**Sequential cells colored by netlist name**

Scale bar: 10 um. Other sequential cells in the stronger gray, the rest of the logic in the fainter gray.
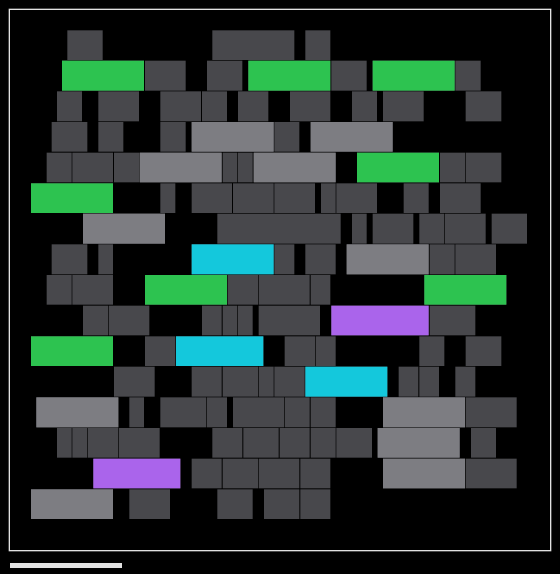
**Clock nets**

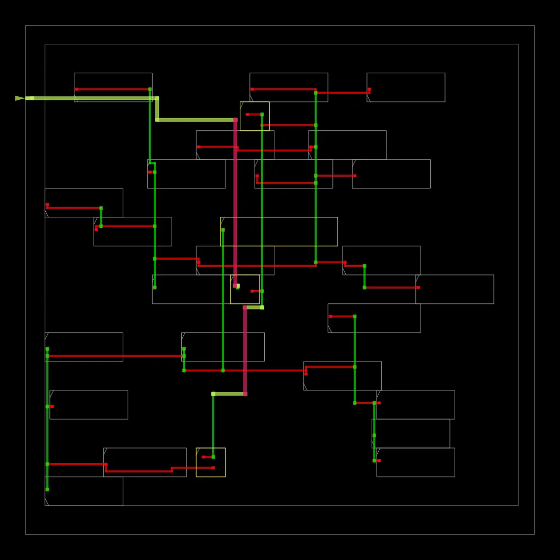
**Signal wires by layer**

Scale bar: 10 um. Two of the layers only.
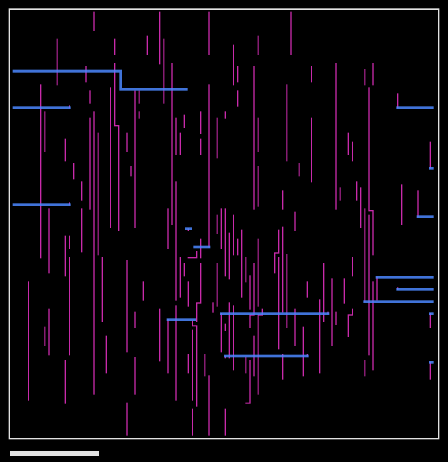
**Clock network drawn from the DEF**

Scale bar: 10 um.
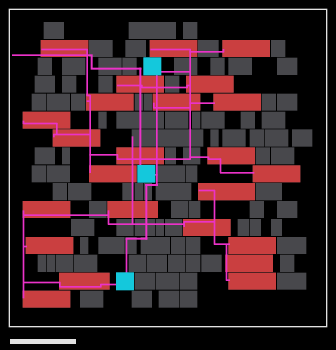
**Cell classes on the final placement**

Fill, decap, tap and diode cells in gray.
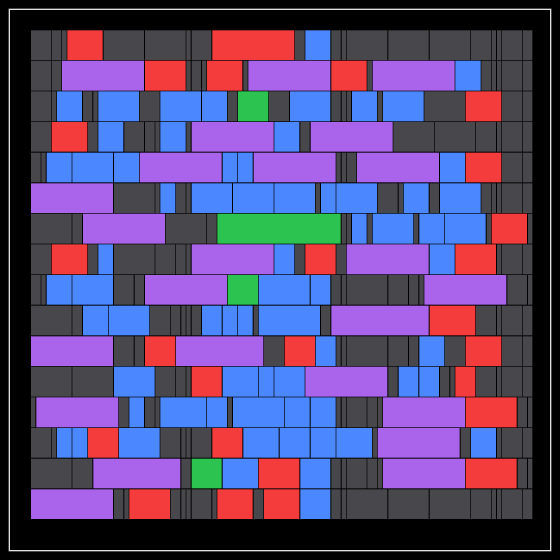
--- src/rtl/serial_pkg.sv ---
// Shared types and constants for the framed serial receiver.
package serial_pkg;

  // Receiver frame position: waiting for start, collecting data, expecting stop.
  typedef enum logic [1:0] {
    IDLE = 2'd0,
    DATA = 2'd1,
    STOP = 2'd2
  } state_t;

  localparam logic START_BIT = 1'b0;
  localparam logic STOP_BIT  = 1'b1;

  // Bits needed to count 0..w-1; never less than one bit.
  function automatic int cnt_width(input int w);
    return (w > 1) ? $clog2(w) : 1;
  endfunction

endpackage

--- src/rtl/shift_in_reg.sv ---
// WIDTH-bit serial-in shift register. With MSB_FIRST=0 new bits enter at the
// top and shift right, so the first bit received ends up in bit 0. With
// MSB_FIRST=1 new bits enter at the bottom and shift left.
module shift_in_reg #(
  parameter int WIDTH     = 8,
  parameter bit MSB_FIRST = 1'b0
) (
  input  logic             clk,
  input  logic             i_reset,
  input  logic             i_en,
  input  logic             i_serial,
  output logic [WIDTH-1:0] o_q
);

  logic [WIDTH-1:0] r_q;

  // Shift one bit in per enabled cycle; synchronous clear.
  always_ff @(posedge clk) begin
    if (i_reset) begin
      r_q <= '0;
    end else if (i_en) begin
      if (MSB_FIRST) r_q <= {r_q[WIDTH-2:0], i_serial};
      else           r_q <= {i_serial, r_q[WIDTH-1:1]};
    end
  end

  assign o_q = r_q;

endmodule

--- src/rtl/serial_deserializer.sv ---
// Rebuilds parallel words from a start/stop framed serial stream that advances
// only on bit_valid strobes. Completed words land in a one-entry output buffer.
//
// Handshake: data_out/data_valid form a valid/ready source. A word transfers on
// any rising edge where data_valid && data_ready. While data_valid=1 and no
// transfer has happened, data_out holds. A new word committed while the buffer
// is full and not being drained is dropped and flagged with overrun.
module serial_deserializer
  import serial_pkg::*;
#(
  parameter int WIDTH     = 8,
  parameter bit MSB_FIRST = 1'b0
) (
  input  logic             clk,
  input  logic             reset,
  input  logic             bit_valid,
  input  logic             serial_in,
  output logic [WIDTH-1:0] data_out,
  output logic             data_valid,
  input  logic             data_ready,
  output logic             busy,
  output logic             frame_error,
  output logic             overrun,
  output state_t           dbg_state
);

  localparam int            CW   = cnt_width(WIDTH);
  localparam logic [CW-1:0] LAST = CW'(WIDTH - 1);

  state_t           r_state;
  state_t           w_next;
  logic [CW-1:0]    r_bit_cnt;
  logic [WIDTH-1:0] w_shift_q;
  logic [WIDTH-1:0] r_data;
  logic             r_valid;
  logic             r_frame_error;
  logic             r_overrun;
  logic             w_shift_en;
  logic             w_cnt_clr;
  logic             w_commit;
  logic             w_stop_bad;
  logic             w_load;

  shift_in_reg #(
    .WIDTH    (WIDTH),
    .MSB_FIRST(MSB_FIRST)
  ) u_shift (
    .clk     (clk),
    .i_reset (reset),
    .i_en    (w_shift_en),
    .i_serial(serial_in),
    .o_q     (w_shift_q)
  );

  // Frame state register.
  always_ff @(posedge clk) begin
    if (reset) r_state <= IDLE;
    else       r_state <= w_next;
  end

  // Next-state decode; nothing moves without a bit strobe.
  always_comb begin
    w_next     = r_state;
    w_shift_en = 1'b0;
    w_cnt_clr  = 1'b0;
    w_commit   = 1'b0;
    w_stop_bad = 1'b0;
    if (bit_valid) begin
      case (r_state)
        IDLE: begin
          if (serial_in == START_BIT) begin
            w_next    = DATA;
            w_cnt_clr = 1'b1;
          end
        end
        DATA: begin
          w_shift_en = 1'b1;
          if (r_bit_cnt == LAST) w_next = STOP;
        end
        STOP: begin
          // A 0 here is a bad stop bit, not a fresh start bit.
          w_next = IDLE;
          if (serial_in == STOP_BIT) w_commit   = 1'b1;
          else                       w_stop_bad = 1'b1;
        end
        default: w_next = IDLE;
      endcase
    end
  end

  // Data bit counter; saturates at WIDTH-1 so it never leaves range.
  always_ff @(posedge clk) begin
    if (reset) begin
      r_bit_cnt <= '0;
    end else if (w_cnt_clr) begin
      r_bit_cnt <= '0;
    end else if (w_shift_en && (r_bit_cnt != LAST)) begin
      r_bit_cnt <= r_bit_cnt + 1'b1;
    end
  end

  // A commit loads the buffer if it is empty or being drained this cycle.
  assign w_load = w_commit && (!r_valid || data_ready);

  // Output buffer, handshake and one-cycle error pulses.
  always_ff @(posedge clk) begin
    if (reset) begin
      r_data        <= '0;
      r_valid       <= 1'b0;
      r_frame_error <= 1'b0;
      r_overrun     <= 1'b0;
    end else begin
      r_frame_error <= w_stop_bad;
      r_overrun     <= w_commit && !w_load;
      if (w_load) begin
        r_data  <= w_shift_q;
        r_valid <= 1'b1;
      end else if (r_valid && data_ready) begin
        r_valid <= 1'b0;
      end
    end
  end

  assign data_out    = r_data;
  assign data_valid  = r_valid;
  assign frame_error = r_frame_error;
  assign overrun     = r_overrun;
  assign busy        = (r_state != IDLE);
  assign dbg_state   = r_state;

endmodule

--- config.mk ---
export PLATFORM = sky130hd
export DESIGN_NAME = serial_deserializer
export DESIGN_NICKNAME = d
export VERILOG_FILES = /design/src/rtl/serial_pkg.sv /design/src/rtl/shift_in_reg.sv /design/src/rtl/serial_deserializer.sv
export SDC_FILE = /design/constraint.sdc
export NUM_CORES = 1
export LEC_CHECK = 0
export CORE_MARGIN = 1.5
export CORE_UTILIZATION = 49
export CTS_CLUSTER_DIAMETER = 120
export CTS_CLUSTER_SIZE = 24
export DETAILED_ROUTE_END_ITERATION = 6
export PLACE_DENSITY_LB_ADDON = 0.1
export SLEW_MARGIN = 20
export SYNTH_ARGS = -nofsm -noshare
export SYNTH_HDL_FRONTEND = slang
export SYNTH_SLANG_ARGS = --single-unit
--- constraint.sdc ---
create_clock -name clk -period 1.4 [get_ports clk]
set_input_delay 0.14 -clock clk [delete_from_list [all_inputs] [get_ports clk]]
set_output_delay 0.14 -clock clk [all_outputs]
set_load 0.02 [all_outputs]
==> run_results.csv <==
group,metric,value,unit
power,comb_power_share,0.081,
power,top_power_group,"registers",
detailed_routing,detailroute.via_count,724,
finish,fin_nets,130,
clocking,cts-htree-levels,1,
timing,post-route-min-period,1330,ps
finish,seq_share,0.373,
clocking,cts_resized,13,
power,power_combinational,0.106,mW
timing,finalHoldViolCount,0,
finish,antenna-diode-count,0,
synthesis,synth.yosys.num_cells,97,
synthesis,synthAdderAreaFrac,0.0252,
grt,grt_pass1_wl,2.50,mm
critical_path,ordered_cell_list_for_the_critical_path,"ha_1 > ha_2 > and4bb_2 > xnor2_1 > nor2_1",
synthesis,syn_nets,104,
power,share_of_total_power_consumed_by_net_switching,0.207,
timing,finalSetupTns,0,ps
floorplan,dieArea,2300,sq um
finish,layout.buffer.nonclock.area_share,0.186,
placement,detailed_place_hpwl,1.14,mm
critical_path,critical_path_required,1620,ps
detailed_routing,met3_length,83,um
run_status,status,"completed",
critical_path,setup.worst_path.end,"r_bit_cnt[0]$_SDFFE_PP0P_",
synthesis,yosysWarningCount,0,
power,power.net_switching,0.271,mW
power,power-per-cell-area,1000,nW/um^2
detailed_routing,post_drt_wl_per_cell,11.1,um
timing,fin_skew,8.62,ps
grt,grt.met2_usage,0.237,
synthesis,multiplexer_share,0.173,
synthesis,synth_area_per_cell,10.2,sq um
clocking,hold_buffers,0,
synthesis,synthDominantAreaCellType,"sky130_fd_sc_hd__dfxtp_1",
-- 'sequential cells colored by netlist name' (at the start) --
[purple] dbg_state | sequential cells: 2
[green] data_out | sequential cells: 8
[cyan] r_bit_cnt | sequential cells: 3
not colored: 11

-- 'clock nets' (at the start) --
Sink Count: 24
Clk Latency, worst-skew pair: 320 ps
clock buffers: 3
clock-net power: 0.505 mW

-- 'signal wires by layer' (at the start) --
[magenta] metal 2 | wire length: 754 um
[blue] metal 3 | wire length: 83.7 um

-- 'clock network drawn from the DEF' (at the start) --
[cyan] clock drivers | count: 3
[magenta] clock wires | length: 294 um
[red] flip-flops | count: 24
routed clock nets: 4

-- 'cell classes on the final placement' (at the start) --
[red] other buffers and delay cells | cells: 26
[purple] flops | cells: 24
[blue] combinational and other logic | cells: 68
[green] clock drivers and dummy loads | cells: 4

Power figures rest on the tool's default switching activity, not on a simulated workload.
